`config.mk`:
```
export PLATFORM = sky130hd
export DESIGN_NAME = transceiver_read_flat
export DESIGN_NICKNAME = d
export VERILOG_FILES = /design/src/rtl/sata_gtx_pkg.sv /design/src/rtl/transceiver_read_if.sv /design/src/rtl/transceiver_rx_fifo.sv /design/src/rtl/transceiver_read.sv /design/src/flat_wrapper.sv
export SDC_FILE = /design/constraint.sdc
export NUM_CORES = 1
export LEC_CHECK = 0
export CORE_ASPECT_RATIO = 1.4
export CORE_MARGIN = 2
export CORE_UTILIZATION = 65
export DETAILED_ROUTE_END_ITERATION = 8
export HOLD_SLACK_MARGIN = 0.15
export PLACE_DENSITY = 0.91
export SYNTH_ARGS = -nofsm -noshare
export SYNTH_HDL_FRONTEND = slang
export SYNTH_HIERARCHICAL = 1
export SYNTH_SLANG_ARGS = --single-unit
```
`constraint.sdc`:
```
create_clock -name clk -period 17.1 [get_ports clk]
set_input_delay 3.42 -clock clk [delete_from_list [all_inputs] [get_ports clk]]
set_output_delay 3.42 -clock clk [all_outputs]
set_load 0.01 [all_outputs]
```
`src/rtl/sata_gtx_pkg.sv`:
```
// Shared constants for the GTX receive path: K28.5 comma, framing primitives,
// lock/frame FSM encodings and the comma-lane finder.
package sata_gtx_pkg;

  localparam logic [7:0]  K28_5  = 8'hBC;
  localparam logic [31:0] W_IDLE = 32'h000000BC;
  localparam logic [31:0] W_SOF  = 32'h000050BC;
  localparam logic [31:0] W_EOF  = 32'h00005FBC;

  localparam logic [1:0] LK_HUNT   = 2'd0;
  localparam logic [1:0] LK_CHECK  = 2'd1;
  localparam logic [1:0] LK_LOCKED = 2'd2;

  localparam logic FR_IDLE     = 1'b0;
  localparam logic FR_IN_FRAME = 1'b1;

  typedef struct packed {
    logic       hit;
    logic [1:0] lane;
  } comma_t;

  // Lowest byte carrying a K28.5 wins, so scan from the top down.
  function automatic comma_t find_comma(input logic [31:0] data, input logic [3:0] isk);
    comma_t res;
    res = '0;
    for (int i = 3; i >= 0; i--) begin
      if (isk[i] && (data[8*i +: 8] == K28_5)) begin
        res.hit  = 1'b1;
        res.lane = 2'(i);
      end
    end
    return res;
  endfunction

endpackage

```
`src/rtl/transceiver_read_if.sv`:
```
// AXI-Stream output bundle of the GTX receive channel.
interface transceiver_read_if;
  logic        m_axi_tvalid;
  logic        m_axi_tready;
  logic [31:0] m_axi_tdata;
  logic        m_axi_tlast;

  modport master (output m_axi_tvalid, output m_axi_tdata, output m_axi_tlast, input m_axi_tready);
  modport slave  (input m_axi_tvalid, input m_axi_tdata, input m_axi_tlast, output m_axi_tready);
endinterface

```
`src/rtl/transceiver_rx_fifo.sv`:
```
// First-word-fall-through FIFO buffering {tlast,data} beats toward the AXI-Stream port.
module transceiver_rx_fifo #(
  parameter int WIDTH = 33,
  parameter int DEPTH = 16
) (
  input  logic             clk,
  input  logic             rst,
  input  logic             push,
  input  logic [WIDTH-1:0] din,
  input  logic             pop,
  output logic [WIDTH-1:0] dout,
  output logic             full,
  output logic             empty
);

  localparam int AW = $clog2(DEPTH);

  logic [WIDTH-1:0] mem_q [DEPTH];
  logic [AW:0]      wr_ptr_q, wr_ptr_d;
  logic [AW:0]      rd_ptr_q, rd_ptr_d;
  logic             wr_en, rd_en;

  assign empty = (wr_ptr_q == rd_ptr_q);
  assign full  = (wr_ptr_q[AW] != rd_ptr_q[AW]) && (wr_ptr_q[AW-1:0] == rd_ptr_q[AW-1:0]);
  assign dout  = mem_q[rd_ptr_q[AW-1:0]];

  // A push into a full FIFO is accepted only when the head leaves in the same cycle.
  assign wr_en = push && (!full || pop);
  assign rd_en = pop && !empty;

  always_comb begin
    wr_ptr_d = wr_ptr_q;
    rd_ptr_d = rd_ptr_q;
    if (wr_en) wr_ptr_d = wr_ptr_q + 1'b1;
    if (rd_en) rd_ptr_d = rd_ptr_q + 1'b1;
  end

  always_ff @(posedge clk or posedge rst) begin
    if (rst) begin
      wr_ptr_q <= '0;
      rd_ptr_q <= '0;
    end else begin
      wr_ptr_q <= wr_ptr_d;
      rd_ptr_q <= rd_ptr_d;
    end
  end

  always_ff @(posedge clk) begin
    if (wr_en) mem_q[wr_ptr_q[AW-1:0]] <= din;
  end

endmodule

```
`src/rtl/transceiver_read.sv`:
```
// GTX receive channel: comma aligner, link-lock FSM, SOF/EOF framer and AXI-Stream output buffer.
//   lock state | meaning
//   HUNT       | searching for a good K28.5 in any lane
//   CHECK      | counting consecutive good commas in the captured lane
//   LOCKED     | lane frozen, framing enabled, counting consecutive bad words
//   frame state| meaning
//   IDLE       | between frames, waiting for SOF
//   IN_FRAME   | collecting payload, one word held back to attach tlast
module transceiver_read #(
  parameter int LOCK_CNT   = 4,
  parameter int ERR_MAX    = 4,
  parameter int FIFO_DEPTH = 16
) (
  input  logic               clk,
  input  logic               rst,
  input  logic               gtx_ready,
  input  logic [31:0]        gt_rxdata_out,
  input  logic [3:0]         gt_rxcharisk_out,
  input  logic [3:0]         gt_rxdisperr_out,
  input  logic [3:0]         gt_rxnotintable_out,
  transceiver_read_if.master m_axi,
  output logic               rx_locked,
  output logic [15:0]        rx_err_cnt,
  output logic               rx_overflow
);
  import sata_gtx_pkg::*;

  localparam int CW = $clog2(LOCK_CNT + 1);
  localparam int BW = $clog2(ERR_MAX + 1);
  localparam logic [CW-1:0] LOCK_CNT_C = CW'(LOCK_CNT);
  localparam logic [BW-1:0] ERR_MAX_C  = BW'(ERR_MAX);

  logic [3:0] cur_err;
  logic       cur_bad;
  comma_t     cur_comma;

  assign cur_err   = gt_rxdisperr_out | gt_rxnotintable_out;
  assign cur_bad   = |cur_err;
  assign cur_comma = find_comma(gt_rxdata_out, gt_rxcharisk_out);

  logic [31:0] prev_data_q, prev_data_d;
  logic [3:0]  prev_k_q, prev_k_d;
  logic [3:0]  prev_err_q, prev_err_d;
  logic [31:0] al_data_q, al_data_d;
  logic [3:0]  al_k_q, al_k_d;
  logic [3:0]  al_err_q, al_err_d;
  logic [1:0]  lock_q, lock_d;
  logic [1:0]  lane_q, lane_d;
  logic [CW-1:0] cnt_q, cnt_d;
  logic [BW-1:0] bad_cnt_q, bad_cnt_d;
  logic        frame_q, frame_d;
  logic [31:0] hold_q, hold_d;
  logic        hold_vld_q, hold_vld_d;
  logic [15:0] err_cnt_q, err_cnt_d;
  logic        overflow_q, overflow_d;

  logic [63:0] data_cat;
  logic [7:0]  k_cat, err_cat;
  logic        locked;
  logic        push, push_last, pop;
  logic [32:0] fifo_dout;
  logic        fifo_full, fifo_empty;

  // Aligned word straddles the previous and current GT words when lane != 0.
  assign data_cat = {gt_rxdata_out, prev_data_q};
  assign k_cat    = {gt_rxcharisk_out, prev_k_q};
  assign err_cat  = {cur_err, prev_err_q};

  always_comb begin
    prev_data_d = gt_rxdata_out;
    prev_k_d    = gt_rxcharisk_out;
    prev_err_d  = cur_err;
    al_data_d   = data_cat[{lane_q, 3'b000} +: 32];
    al_k_d      = k_cat[lane_q +: 4];
    al_err_d    = err_cat[lane_q +: 4];
  end

  always_comb begin
    lock_d    = lock_q;
    lane_d    = lane_q;
    cnt_d     = cnt_q;
    bad_cnt_d = bad_cnt_q;
    if (!gtx_ready) begin
      lock_d    = LK_HUNT;
      cnt_d     = '0;
      bad_cnt_d = '0;
    end else begin
      case (lock_q)
        LK_HUNT: begin
          if (cur_comma.hit && !cur_bad) begin
            lane_d = cur_comma.lane;
            cnt_d  = CW'(1);
            lock_d = LK_CHECK;
          end
        end
        LK_CHECK: begin
          if (cur_bad) begin
            lock_d = LK_HUNT;
            cnt_d  = '0;
          end else if (cur_comma.hit) begin
            if (cur_comma.lane == lane_q) begin
              cnt_d = cnt_q + 1'b1;
              if (cnt_q + 1'b1 == LOCK_CNT_C) begin
                lock_d    = LK_LOCKED;
                cnt_d     = '0;
                bad_cnt_d = '0;
              end
            end else begin
              lane_d = cur_comma.lane;
              cnt_d  = CW'(1);
            end
          end
        end
        LK_LOCKED: begin
          if (cur_bad || (cur_comma.hit && cur_comma.lane != lane_q)) begin
            if (bad_cnt_q + 1'b1 == ERR_MAX_C) begin
              lock_d    = LK_HUNT;
              bad_cnt_d = '0;
            end else begin
              bad_cnt_d = bad_cnt_q + 1'b1;
            end
          end else begin
            bad_cnt_d = '0;
          end
        end
        default: begin
          lock_d = LK_HUNT;
          cnt_d  = '0;
        end
      endcase
    end
  end

  assign locked = (lock_q == LK_LOCKED);

  // Corrupted aligned words are never treated as payload or primitives.
  always_comb begin
    frame_d    = frame_q;
    hold_d     = hold_q;
    hold_vld_d = hold_vld_q;
    push       = 1'b0;
    push_last  = 1'b0;
    if (!locked) begin
      if (frame_q == FR_IN_FRAME) begin
        push       = hold_vld_q;
        push_last  = 1'b1;
        frame_d    = FR_IDLE;
        hold_vld_d = 1'b0;
      end
    end else if (al_err_q == 4'b0000) begin
      if (al_k_q == 4'b0001) begin
        if (al_data_q == W_SOF) begin
          if (frame_q == FR_IN_FRAME) begin
            push      = hold_vld_q;
            push_last = 1'b1;
          end
          frame_d    = FR_IN_FRAME;
          hold_vld_d = 1'b0;
        end else if (al_data_q == W_EOF && frame_q == FR_IN_FRAME) begin
          push       = hold_vld_q;
          push_last  = 1'b1;
          frame_d    = FR_IDLE;
          hold_vld_d = 1'b0;
        end
      end else if (al_k_q == 4'b0000 && frame_q == FR_IN_FRAME) begin
        push       = hold_vld_q;
        hold_d     = al_data_q;
        hold_vld_d = 1'b1;
      end
    end
  end

  assign pop = m_axi.m_axi_tvalid && m_axi.m_axi_tready;

  always_comb begin
    err_cnt_d  = err_cnt_q;
    if (cur_bad && err_cnt_q != 16'hFFFF) err_cnt_d = err_cnt_q + 16'd1;
    overflow_d = overflow_q | (push && fifo_full && !pop);
  end

  transceiver_rx_fifo #(
    .WIDTH (33),
    .DEPTH (FIFO_DEPTH)
  ) u_fifo (
    .clk   (clk),
    .rst   (rst),
    .push  (push),
    .din   ({push_last, hold_q}),
    .pop   (pop),
    .dout  (fifo_dout),
    .full  (fifo_full),
    .empty (fifo_empty)
  );

  always_ff @(posedge clk or posedge rst) begin
    if (rst) begin
      prev_data_q <= '0;
      prev_k_q    <= '0;
      prev_err_q  <= '0;
      al_data_q   <= '0;
      al_k_q      <= '0;
      al_err_q    <= '0;
      lock_q      <= LK_HUNT;
      lane_q      <= '0;
      cnt_q       <= '0;
      bad_cnt_q   <= '0;
      frame_q     <= FR_IDLE;
      hold_q      <= '0;
      hold_vld_q  <= 1'b0;
      err_cnt_q   <= '0;
      overflow_q  <= 1'b0;
    end else begin
      prev_data_q <= prev_data_d;
      prev_k_q    <= prev_k_d;
      prev_err_q  <= prev_err_d;
      al_data_q   <= al_data_d;
      al_k_q      <= al_k_d;
      al_err_q    <= al_err_d;
      lock_q      <= lock_d;
      lane_q      <= lane_d;
      cnt_q       <= cnt_d;
      bad_cnt_q   <= bad_cnt_d;
      frame_q     <= frame_d;
      hold_q      <= hold_d;
      hold_vld_q  <= hold_vld_d;
      err_cnt_q   <= err_cnt_d;
      overflow_q  <= overflow_d;
    end
  end

  // Gate the buffer head so outputs read zero whenever nothing is presented.
  assign m_axi.m_axi_tvalid = !fifo_empty;
  assign m_axi.m_axi_tdata  = fifo_empty ? 32'd0 : fifo_dout[31:0];
  assign m_axi.m_axi_tlast  = fifo_empty ? 1'b0 : fifo_dout[32];
  assign rx_locked          = locked;
  assign rx_err_cnt         = err_cnt_q;
  assign rx_overflow        = overflow_q;

endmodule

```
`src/flat_wrapper.sv`:
```
// flat-port wrapper written by rule: the top's interface ports become plain ports
module transceiver_read_flat import sata_gtx_pkg::*;
#(
  parameter int LOCK_CNT   = 4,
  parameter int ERR_MAX    = 4,
  parameter int FIFO_DEPTH = 16
)
  (clk, rst, gtx_ready, gt_rxdata_out, gt_rxcharisk_out, gt_rxdisperr_out, gt_rxnotintable_out, rx_locked, rx_err_cnt, rx_overflow, m_axi_m_axi_tvalid, m_axi_m_axi_tdata, m_axi_m_axi_tlast, m_axi_m_axi_tready);
  transceiver_read_if m_axi_i ();
  input  logic clk;
  input  logic rst;
  input  logic gtx_ready;
  input  logic [31:0] gt_rxdata_out;
  input  logic [3:0] gt_rxcharisk_out;
  input  logic [3:0] gt_rxdisperr_out;
  input  logic [3:0] gt_rxnotintable_out;
  output logic rx_locked;
  output logic [15:0] rx_err_cnt;
  output logic rx_overflow;
  output wire logic [$bits(m_axi_i.m_axi_tvalid)-1:0] m_axi_m_axi_tvalid;
  output wire logic [$bits(m_axi_i.m_axi_tdata)-1:0] m_axi_m_axi_tdata;
  output wire logic [$bits(m_axi_i.m_axi_tlast)-1:0] m_axi_m_axi_tlast;
  input wire logic [$bits(m_axi_i.m_axi_tready)-1:0] m_axi_m_axi_tready;
  assign m_axi_m_axi_tvalid = m_axi_i.m_axi_tvalid;
  assign m_axi_m_axi_tdata = m_axi_i.m_axi_tdata;
  assign m_axi_m_axi_tlast = m_axi_i.m_axi_tlast;
  assign m_axi_i.m_axi_tready = m_axi_m_axi_tready;
  transceiver_read #(.LOCK_CNT(LOCK_CNT), .ERR_MAX(ERR_MAX), .FIFO_DEPTH(FIFO_DEPTH)) u_core (.clk(clk), .rst(rst), .gtx_ready(gtx_ready), .gt_rxdata_out(gt_rxdata_out), .gt_rxcharisk_out(gt_rxcharisk_out), .gt_rxdisperr_out(gt_rxdisperr_out), .gt_rxnotintable_out(gt_rxnotintable_out), .m_axi(m_axi_i), .rx_locked(rx_locked), .rx_err_cnt(rx_err_cnt), .rx_overflow(rx_overflow));
endmodule
```
==> reports/metrics.cfg <==
[status]
outcome=finished, final reports clean

[sta]
hold_viol=0
setup_viol=0
max_freq_mhz=121.4
whs_ns=0.4535
slew_viol_final=0
worst_pin_slew_ns=1.204
fin_ws_ns=8.863
fin_crit_ns=8.237
skew_ns=0.02978

[clocking]
clk_latency_ns=0.62
numCtsBuffers=58
cts_hold_buf=0
cts_setup_buffers=0
cts_tree=done
cts_max_level=2
root_buffer=clkbuf_16
ctsResizeCount=0
clock_sinks=679
clk_pin_slew_ns=0.06

[setup_path]
cp-end-kind=output pin
rr_endpoint=u_core/u_fifo/mem_q[5][15]$_DFFE_PP_
path_buffers=3
cpMostUsedCell=buf_4
crit_required_ns=13.68
worst-path-max-fanout=52
critPathMaxStageDelay_ns=0.80
path_delay_family=buffers and inverters
cp.depth=7
worstSetupPathType=register to output pin
crit_path_top_delay_cell=dfrtp_4
start_kind=register
reg2regPathDepth=8
crit_start=u_core/u_fifo/rd_ptr_q[1]$_DFFE_PP0P_
path_cells=buf_4 -> buf_4 -> mux4_2 -> o22ai_1 -> nor2_1 -> nor2b_1 -> clkdlybuf4s50_1
endpoint=m_axi_m_axi_tdata[30]

[power]
power_frac_seq=0.474
swShare=0.2712
cellInternalPower_uw=2899
p_sw_uw=1079
p_per_area_mw_per_mm2=130.6
power_leader=registers
clk-power_uw=1320
power_uw=3978
comb_power_uw=777
power_leakage_uw=0.009679

[global_routing]
grt_pass1_wl_mm=97.68
first_global_vias=15090
grt_remaining_overflow=0
grt_max_degree=84

[die]
fp-utilization=0.6555
num_io_pins=100
taps=540
die_area_sq_mm=0.04308

[logic_synthesis]
syn_inst=1356
ys.warnings.count=6
mappedNetlistArea_sq_mm=0.02692
ys_cells=1356
top_logic_kind=multiplexers
top_cells_by_count=edfxtp_1, mux4_2, dfrtp_1, o22ai_1, nor2_1
synth_seq_share=0.7293
top_cell=edfxtp_1
ys_sh_xor=0.009714
adder_share=0.004648
synth_top_area_share=0.5890
simple_gate_share=0.04931
synthDistinctLibCells=78
yosys_area_sq_mm=0.02692
ys_seq_elements=679
synthAoiAreaFrac=0.02961
ys_sh_mux=0.1603

[layout]
nonClkBufAreaFrac=0.03969
largest_class=registers
final_area_sq_mm=0.03045
layout.cells.non_filler=2058
regArea_sq_mm=0.01965
nClkBuffers=82
nNonClkBuffers=128
drive_above_1_share=0.2503
syn2layout_area_growth_pct=13.11
final_nets=1528
fillCellCount=2072
lay_top_count=edfxtp_1
nNonClkInverters=15
nFlopsAndLatches=679
comb_area_frac=0.2279
layout.area.comb_sq_mm=0.006938
final_cell_mix=edfxtp_1, mux4_2, dfrtp_1

[worst_hold_path]
hold_class=register to register
holdCritStartpoint=u_core/rx_overflow$_DFF_PP0_
min_to=u_core/rx_overflow$_DFF_PP0_

[job]
drv_cap=0
tool_warnings=31

[detailed_routing]
wl_per_cell_um=31.69
routed.top_layer=met5
viasPerCell=7.063
first_pass_iters=5
met2_length_mm=34.49
m1WireLength_mm=20.94
met3_wirelength_mm=6.360

[place]
gp_congestion=0.8360
placedInstanceArea_sq_mm=0.02853
place_ws_ns=9.510
dp_cells=1950
numPortBuffers=99
dp_hpwl_mm=35.05

[per-layer routing]
layer / vias to the layer above / GRT usage
met4: 2 / 0.1461
met2: 1067 / 0.5460
met5: - / 0
li1: 5755 / -
met3: 239 / 0.05081
met1: 7473 / 0.3957
[flip-flops by register name, summed over array words and instances, names as in the netlist, 2 cells and up]
name	flops
u_core/al_err_q	4
u_core/cnt_q	3
u_core/al_k_q	4
u_core/bad_cnt_q	3
u_core/lane_q	2
u_core/lock_q	2
u_core/al_data_q	32
u_core/prev_data_q	32
u_core/hold_q	32
u_core/u_fifo/rd_ptr_q	5
u_core/prev_err_q	4
u_core/u_fifo/wr_ptr_q	5
u_core/prev_k_q	4
u_core/u_fifo/mem_q	528
u_core/rx_err_cnt	16
floorplan.png
Pins as bars on the die edge. Tap cells in gray.
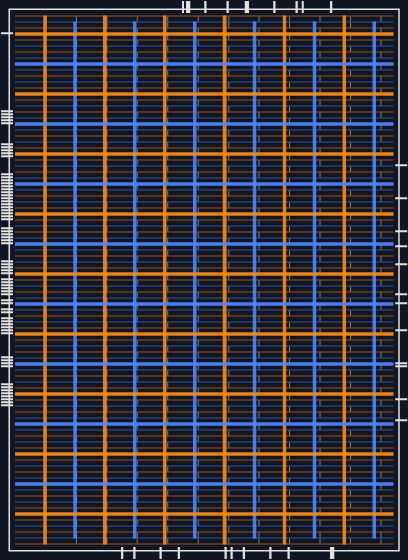
| net | color |
|---|---|
| VSS | orange |
| VDD | blue |
met5 straps: 17
rows: 88
signal pins: 100
height of the die: 244.8 um
Die X: 176 um
peak supply drop: 0.1042 mV
Core ar.: 0.04107 sq mm

class_map.png
The bar under the picture is 50 um long. Fill, decap, tap and diode cells in gray.
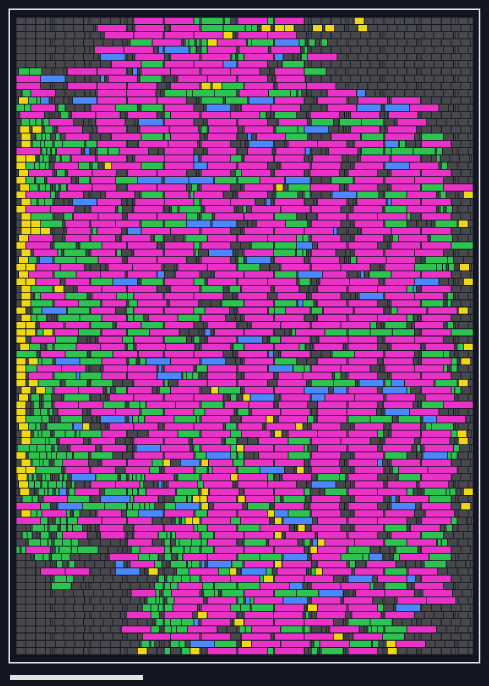
| class | color | cells | share of their area |
|---|---|---|---|
| remaining logic cells | green | 603 | 24% |
| remaining buffers and delay cells | yellow | 128 | 4.1% |
| registers | magenta | 679 | 66% |
| clock drivers and dummy loads | blue | 108 | 6.4% |
Seq area share: 0.6453
Util after Layout: 0.7414
Core Rows: 88

